==> config.mk <==
export PLATFORM = sky130hd
export DESIGN_NAME = key_event_decoder_flat
export DESIGN_NICKNAME = d
export VERILOG_FILES = /design/src/rtl/key_event_if.sv /design/src/rtl/key_event_decoder.sv /design/src/flat_wrapper.sv
export SDC_FILE = /design/constraint.sdc
export NUM_CORES = 1
export LEC_CHECK = 0
export CORE_ASPECT_RATIO = 0.75
export CORE_MARGIN = 2
export CORE_UTILIZATION = 27
export DETAILED_ROUTE_END_ITERATION = 10
export HOLD_SLACK_MARGIN = 0.05
export PLACE_DENSITY = 0.51
export SLEW_MARGIN = 15
export SYNTH_ARGS = -nofsm -noshare
export SYNTH_HDL_FRONTEND = slang
export SYNTH_SLANG_ARGS = --single-unit
==> constraint.sdc <==
create_clock -name clk -period 2.2 [get_ports clk]
set_input_delay 0.44 -clock clk [delete_from_list [all_inputs] [get_ports clk]]
set_output_delay 0.44 -clock clk [all_outputs]
set_load 0.03 [all_outputs]
==> src/rtl/key_event_if.sv <==
// key_event_if -- bundles the debounced key input strobe and the decoded
// key-event outputs of key_event_decoder.
//
// Signals:
//   key_flag      one-cycle strobe marking a new debounced key state
//   key_value     debounced key level, valid with key_flag (0 = pressed)
//   press_pulse   one-cycle pulse on an accepted press
//   release_pulse one-cycle pulse on an accepted release
//   short_pulse   one-cycle pulse on a release before the long-hold time
//   long_pulse    one-cycle pulse when the hold reaches the long-hold time
//   repeat_pulse  one-cycle auto-repeat pulse while long-held
//   key_held      high while the decoder is not idle
//   press_count   8-bit wrapping count of accepted presses
//
// Modports: master drives the key inputs and observes the events,
//           slave is the decoder side.
interface key_event_if;
   logic       key_flag;
   logic       key_value;
   logic       press_pulse;
   logic       release_pulse;
   logic       short_pulse;
   logic       long_pulse;
   logic       repeat_pulse;
   logic       key_held;
   logic [7:0] press_count;

   modport master (
      output key_flag, key_value,
      input  press_pulse, release_pulse, short_pulse, long_pulse,
             repeat_pulse, key_held, press_count
   );

   modport slave (
      input  key_flag, key_value,
      output press_pulse, release_pulse, short_pulse, long_pulse,
             repeat_pulse, key_held, press_count
   );
endinterface

==> src/rtl/key_event_decoder.sv <==
// key_event_decoder -- turns debounced key-state strobes into press,
// release, short-press, long-press and auto-repeat events.
//
// Parameters:
//   LONG_CYC   hold time in clocks before a press counts as long
//   REPEAT_CYC auto-repeat period in clocks while long-held
//
// Ports:
//   clk  single system clock, rising edge
//   rst  synchronous active-high reset
//   kif  key_event_if.slave: key_flag/key_value in, event pulses,
//        key_held and press_count out (all registered)
//
// Build option: define KEY_REPEAT_EN to enable auto-repeat. Without it
// repeat_pulse is held at 0 and the hold counter freezes once long-held.
module key_event_decoder #(
   parameter logic [25:0] LONG_CYC   = 26'd50_000_000,
   parameter logic [25:0] REPEAT_CYC = 26'd10_000_000
) (
   input  logic       clk,
   input  logic       rst,
   key_event_if.slave kif
);

`ifdef KEY_REPEAT_EN
   localparam bit REPEAT_EN = 1'b1;
`else
   localparam bit REPEAT_EN = 1'b0;
`endif

   localparam logic [1:0] ST_IDLE    = 2'd0;
   localparam logic [1:0] ST_PRESSED = 2'd1;
   localparam logic [1:0] ST_LONG    = 2'd2;

   localparam logic [25:0] LONG_LAST   = LONG_CYC - 26'd1;
   localparam logic [25:0] REPEAT_LAST = REPEAT_CYC - 26'd1;

   logic [1:0]  state;
   logic [25:0] hold_cnt;
   logic [7:0]  count_q;
   logic        press_q, release_q, short_q, long_q, repeat_q, held_q;

   // A flag is only meaningful when it reports the opposite of the current
   // state; a matching value is silently ignored.
   logic rel_flag, press_flag;
   assign rel_flag   = kif.key_flag &&  kif.key_value;
   assign press_flag = kif.key_flag && !kif.key_value;

   // NOTE: all state below is sequential and uses non-blocking assignment so
   // every register updates from the same pre-edge values.
   always_ff @(posedge clk) begin
      if (rst) begin
         state     <= ST_IDLE;
         hold_cnt  <= '0;
         count_q   <= '0;
         press_q   <= 1'b0;
         release_q <= 1'b0;
         short_q   <= 1'b0;
         long_q    <= 1'b0;
         repeat_q  <= 1'b0;
         held_q    <= 1'b0;
      end else begin
         // Pulses default low so each is high for exactly one clock.
         press_q   <= 1'b0;
         release_q <= 1'b0;
         short_q   <= 1'b0;
         long_q    <= 1'b0;
         repeat_q  <= 1'b0;

         case (state)
            ST_IDLE: begin
               if (press_flag) begin
                  state    <= ST_PRESSED;
                  hold_cnt <= '0;
                  press_q  <= 1'b1;
                  held_q   <= 1'b1;
                  count_q  <= count_q + 8'd1;   // wraps 255 -> 0
               end
            end

            ST_PRESSED: begin
               // Release is tested first so it wins over a coincident
               // long-hold expiry.
               if (rel_flag) begin
                  state     <= ST_IDLE;
                  hold_cnt  <= '0;
                  release_q <= 1'b1;
                  short_q   <= 1'b1;
                  held_q    <= 1'b0;
               end else if (hold_cnt == LONG_LAST) begin
                  state    <= ST_LONG;
                  hold_cnt <= '0;
                  long_q   <= 1'b1;
               end else begin
                  hold_cnt <= hold_cnt + 26'd1;
               end
            end

            ST_LONG: begin
               if (rel_flag) begin
                  state     <= ST_IDLE;
                  hold_cnt  <= '0;
                  release_q <= 1'b1;
                  held_q    <= 1'b0;
               end else if (REPEAT_EN) begin
                  if (hold_cnt == REPEAT_LAST) begin
                     hold_cnt <= '0;
                     repeat_q <= 1'b1;
                  end else begin
                     hold_cnt <= hold_cnt + 26'd1;
                  end
               end
            end

            default: begin
               state    <= ST_IDLE;
               hold_cnt <= '0;
               held_q   <= 1'b0;
            end
         endcase
      end
   end

   assign kif.press_pulse   = press_q;
   assign kif.release_pulse = release_q;
   assign kif.short_pulse   = short_q;
   assign kif.long_pulse    = long_q;
   assign kif.repeat_pulse  = REPEAT_EN ? repeat_q : 1'b0;
   assign kif.key_held      = held_q;
   assign kif.press_count   = count_q;

endmodule

==> src/flat_wrapper.sv <==
// flat-port wrapper written by rule: the top's interface ports become plain ports
module key_event_decoder_flat 
#(
   parameter logic [25:0] LONG_CYC   = 26'd50_000_000,
   parameter logic [25:0] REPEAT_CYC = 26'd10_000_000
)
  (clk, rst, kif_key_flag, kif_key_value, kif_press_pulse, kif_release_pulse, kif_short_pulse, kif_long_pulse, kif_repeat_pulse, kif_key_held, kif_press_count);
  key_event_if kif_i ();
  input  logic clk;
  input  logic rst;
  input wire logic [$bits(kif_i.key_flag)-1:0] kif_key_flag;
  input wire logic [$bits(kif_i.key_value)-1:0] kif_key_value;
  output wire logic [$bits(kif_i.press_pulse)-1:0] kif_press_pulse;
  output wire logic [$bits(kif_i.release_pulse)-1:0] kif_release_pulse;
  output wire logic [$bits(kif_i.short_pulse)-1:0] kif_short_pulse;
  output wire logic [$bits(kif_i.long_pulse)-1:0] kif_long_pulse;
  output wire logic [$bits(kif_i.repeat_pulse)-1:0] kif_repeat_pulse;
  output wire logic [$bits(kif_i.key_held)-1:0] kif_key_held;
  output wire logic [$bits(kif_i.press_count)-1:0] kif_press_count;
  assign kif_i.key_flag = kif_key_flag;
  assign kif_i.key_value = kif_key_value;
  assign kif_press_pulse = kif_i.press_pulse;
  assign kif_release_pulse = kif_i.release_pulse;
  assign kif_short_pulse = kif_i.short_pulse;
  assign kif_long_pulse = kif_i.long_pulse;
  assign kif_repeat_pulse = kif_i.repeat_pulse;
  assign kif_key_held = kif_i.key_held;
  assign kif_press_count = kif_i.press_count;
  key_event_decoder #(.LONG_CYC(LONG_CYC), .REPEAT_CYC(REPEAT_CYC)) u_core (.clk(clk), .rst(rst), .kif(kif_i));
endmodule
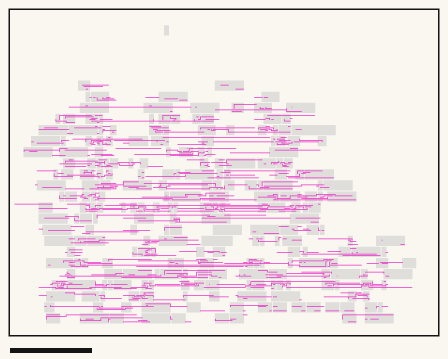
Figure 1: met1 routing.
Scale bar: 20 um. Cells faint in the background.
245 nets have wire on it. The layer carries 2430 um of wire. The layer holds 56% of the routed length. The wires run mostly horizontal. The longest straight run is 42.3 um.

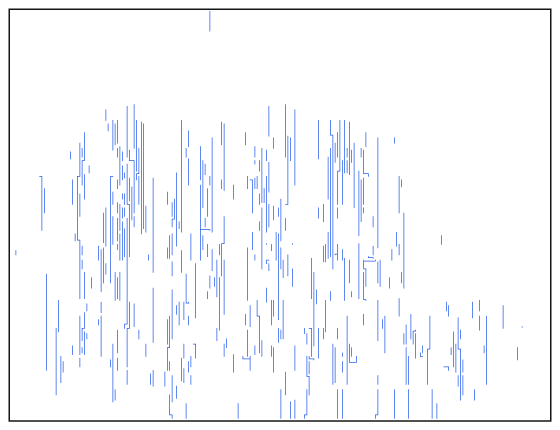
Figure 2: M2 wires.
206 nets have wire on it. The layer holds 41% of the routed length. The layer carries 1760 um of wire. The longest straight run is 26.0 um. The wires run mostly vertical.

==> impl_metrics.tcl <==
# implementation run metrics
set metrics [dict create \
    dp_cells 346 \
    ys_seq_share_pct 39.71 \
    regMostFlops "u_core.hold_cnt" \
    power.leakage_nw 0.8333 \
    cpMaxStageDelayCell "dfxtp_1" \
    power_mw 1.823 \
    syn-num-nets 235 \
    chipArea_um2 8379 \
    ctsHoldBuffers 0 \
    hpwlAfterDp_um 3123 \
    grt_pass1_wl_um 7396 \
    dpl_cell_area_um2 2404 \
    fmax_mhz 524.3 \
    yosysWarningCount 0 \
    synth.distinct_cells 44 \
    hp-class "reg -> reg" \
    fin_crit_sh_pct 86.70 \
    fill_cells 787 \
    htree_levels 2 \
    lay_top_count "dfxtp_1" \
    clk_pin_slew_worst_paths_ps 80 \
    cts_tree "yes" \
    worstPathRequired_ps 2390 \
    holdWs_ps 488.3 \
    rsz0062_at_grt "false" \
    tns_ps 0 \
    detail-route-antenna-nets 0 \
    largest_register_ffs 26 \
    drive_gt1_share_pct 15.87 \
    post_drt_wl_per_cell_um 12.20 \
    ios 18 \
    cts_resized 0 \
    ctsRootBufferMaster "clkbuf_8" \
    place_congestion 0.7315 \
    fin_area_um2 2507 \
    end_kind "flop" \
    worstSetupPathType "reg -> reg" \
    antennaDiodeCount 0 \
    outcome "finished, final reports clean" \
    floorplan.rows 27 \
    initial_core_util_pct 28.07 \
    timing.final.hold_violations 0 \
    top_cells_by_count "dfxtp_1 (41), nor2_1 (30), nand2_1 (17), xnor2_1 (16)" \
    die-height_um 79.78 \
    core_area_um2 7365 \
    met3_usage_pct 2.939 \
    setup_viol 0 \
    crit_path_cell_trace "inv_1, ha_1, and4bb_1, a22oi_4, buf_12, nor4_1, xnor2_1, nor2_1" \
    slowest_delay_ps 360 \
    first_pass_iters 4 \
    drc 0 \
    overflow 0 \
    clock_path_buffers 2 \
    final_nets 261 \
    die_w_um 105.0 \
    top_area_share_pct 39.71 \
    wl_um 4308 \
    via_per_inst 4.637 \
    ys_cells 226 \
    yosysMostFrequentCell "dfxtp_1" \
    clk_latency_ps 290 \
    area_delta_synth_final_pct 21.31 \
    grtUsageMet1_pct 16.90 \
    min_period_ps 1907 \
    edf_count 0 \
    track_usage_pct 11.09 \
    peakVddDrop_mv 0.3522 \
    synth_top_flop_cell "dfxtp_1" \
    grt_pass1_vias 1505 \
    ys_area_um2 2067 \
    r2r_setup_slack_ps 290 \
    grt_use_met2_pct 15.06 \
    syn-mean-instance-area_um2 9.146 \
    warning_count 28 \
    topCellsByArea "dfxtp_1 (40%), xnor2_1 (6.8%), nor2_1 (5.4%), xor2_1 (5.1%), nor4_2 (4.2%)" \
    power_density_nw_per_um2 727.1 \
    fin_worst_skew_ps 5.341 \
    grt-busiest-layer "met1" \
    dr.first_iter.drc_count 82 \
]
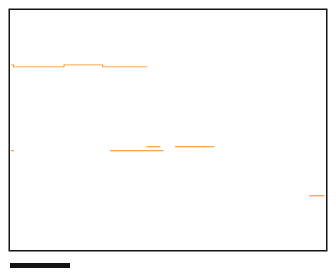
Figure 3: M3 wires.
Scale bar: 20 um.
4 nets have wire on it. The layer carries 87.4 um of wire. The wires run mostly horizontal. The longest straight run is 17.5 um.

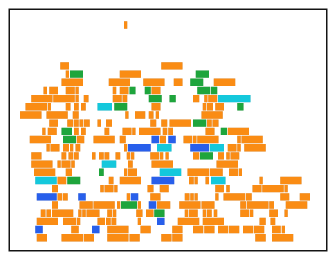
Figure 4: cell sizes after repair.
Key: _3 and _4 cells = blue [cells 12]; _6 and larger = cyan [cells 8]; _2 cells = green [cells 20]; _0 and _1 cells = orange [cells 212]

-- per-layer routing --
metal  routed length [um]  share of wire, %
met1                 2432                56
met2                 1762                41
met3                   87               2.0
met4                   26              0.60
met5                    0                 0
-- logic make-up after synthesis --
kind of cell / count (synthesis) / synth area share, %
xor+xnor: 28 / 11.86
compound gates: 23 / 8.596
fa+ha+maj: 5 / 3.027
other cells: 1 / 0.1814
flops: 41 / 39.71
simple gates: 114 / 32.93
buf+inv: 14 / 3.692
-- cell type report --
cell class | instances | area (um^2) | area share, %
Inverter | 7 | 26.28 | 1.048
Clock buffer | 5 | 68.82 | 2.745
Sequential cell | 41 | 820.8 | 32.73
Multi-Input combinational cell | 171 | 1170 | 46.66
Timing Repair Buffer | 26 | 260.3 | 10.38
Tap cell | 101 | 126.4 | 5.040
Clock inverter | 2 | 35.03 | 1.397
-- final timing paths --
kind	cells after the start	from	end
worst max register to register	8	u_core.state[0]$_SDFFE_PP0P_	u_core.hold_cnt[15]$_SDFFE_PP0P_
worst max-delay path	8	u_core.state[0]$_SDFFE_PP0P_	u_core.hold_cnt[15]$_SDFFE_PP0P_
worst min register to register	2	u_core.kif.key_held$_SDFFE_PP0P_	u_core.kif.key_held$_SDFFE_PP0P_
worst min-delay path	2	u_core.kif.key_held$_SDFFE_PP0P_	u_core.kif.key_held$_SDFFE_PP0P_
-- power by group --
group | switching [mW] | internal, mW
combinational | 0.252 | 0.173
clock | 0.257 | 0.330
sequential | 0.0321 | 0.779
total | 0.541 | 1.28
-- worst max-delay path, delay by kind of cell, from the launching register on --
kind / cells / cell delay (ps)
AND/OR/NAND/NOR: 3 / 720
flip-flops: 1 / 360
adder cells (fa/ha/maj): 1 / 240
buffers and inverters: 2 / 230
XOR/XNOR: 1 / 160
AND-OR/OR-AND: 1 / 100
Power figures rest on the tool's default switching activity, not on a simulated workload.
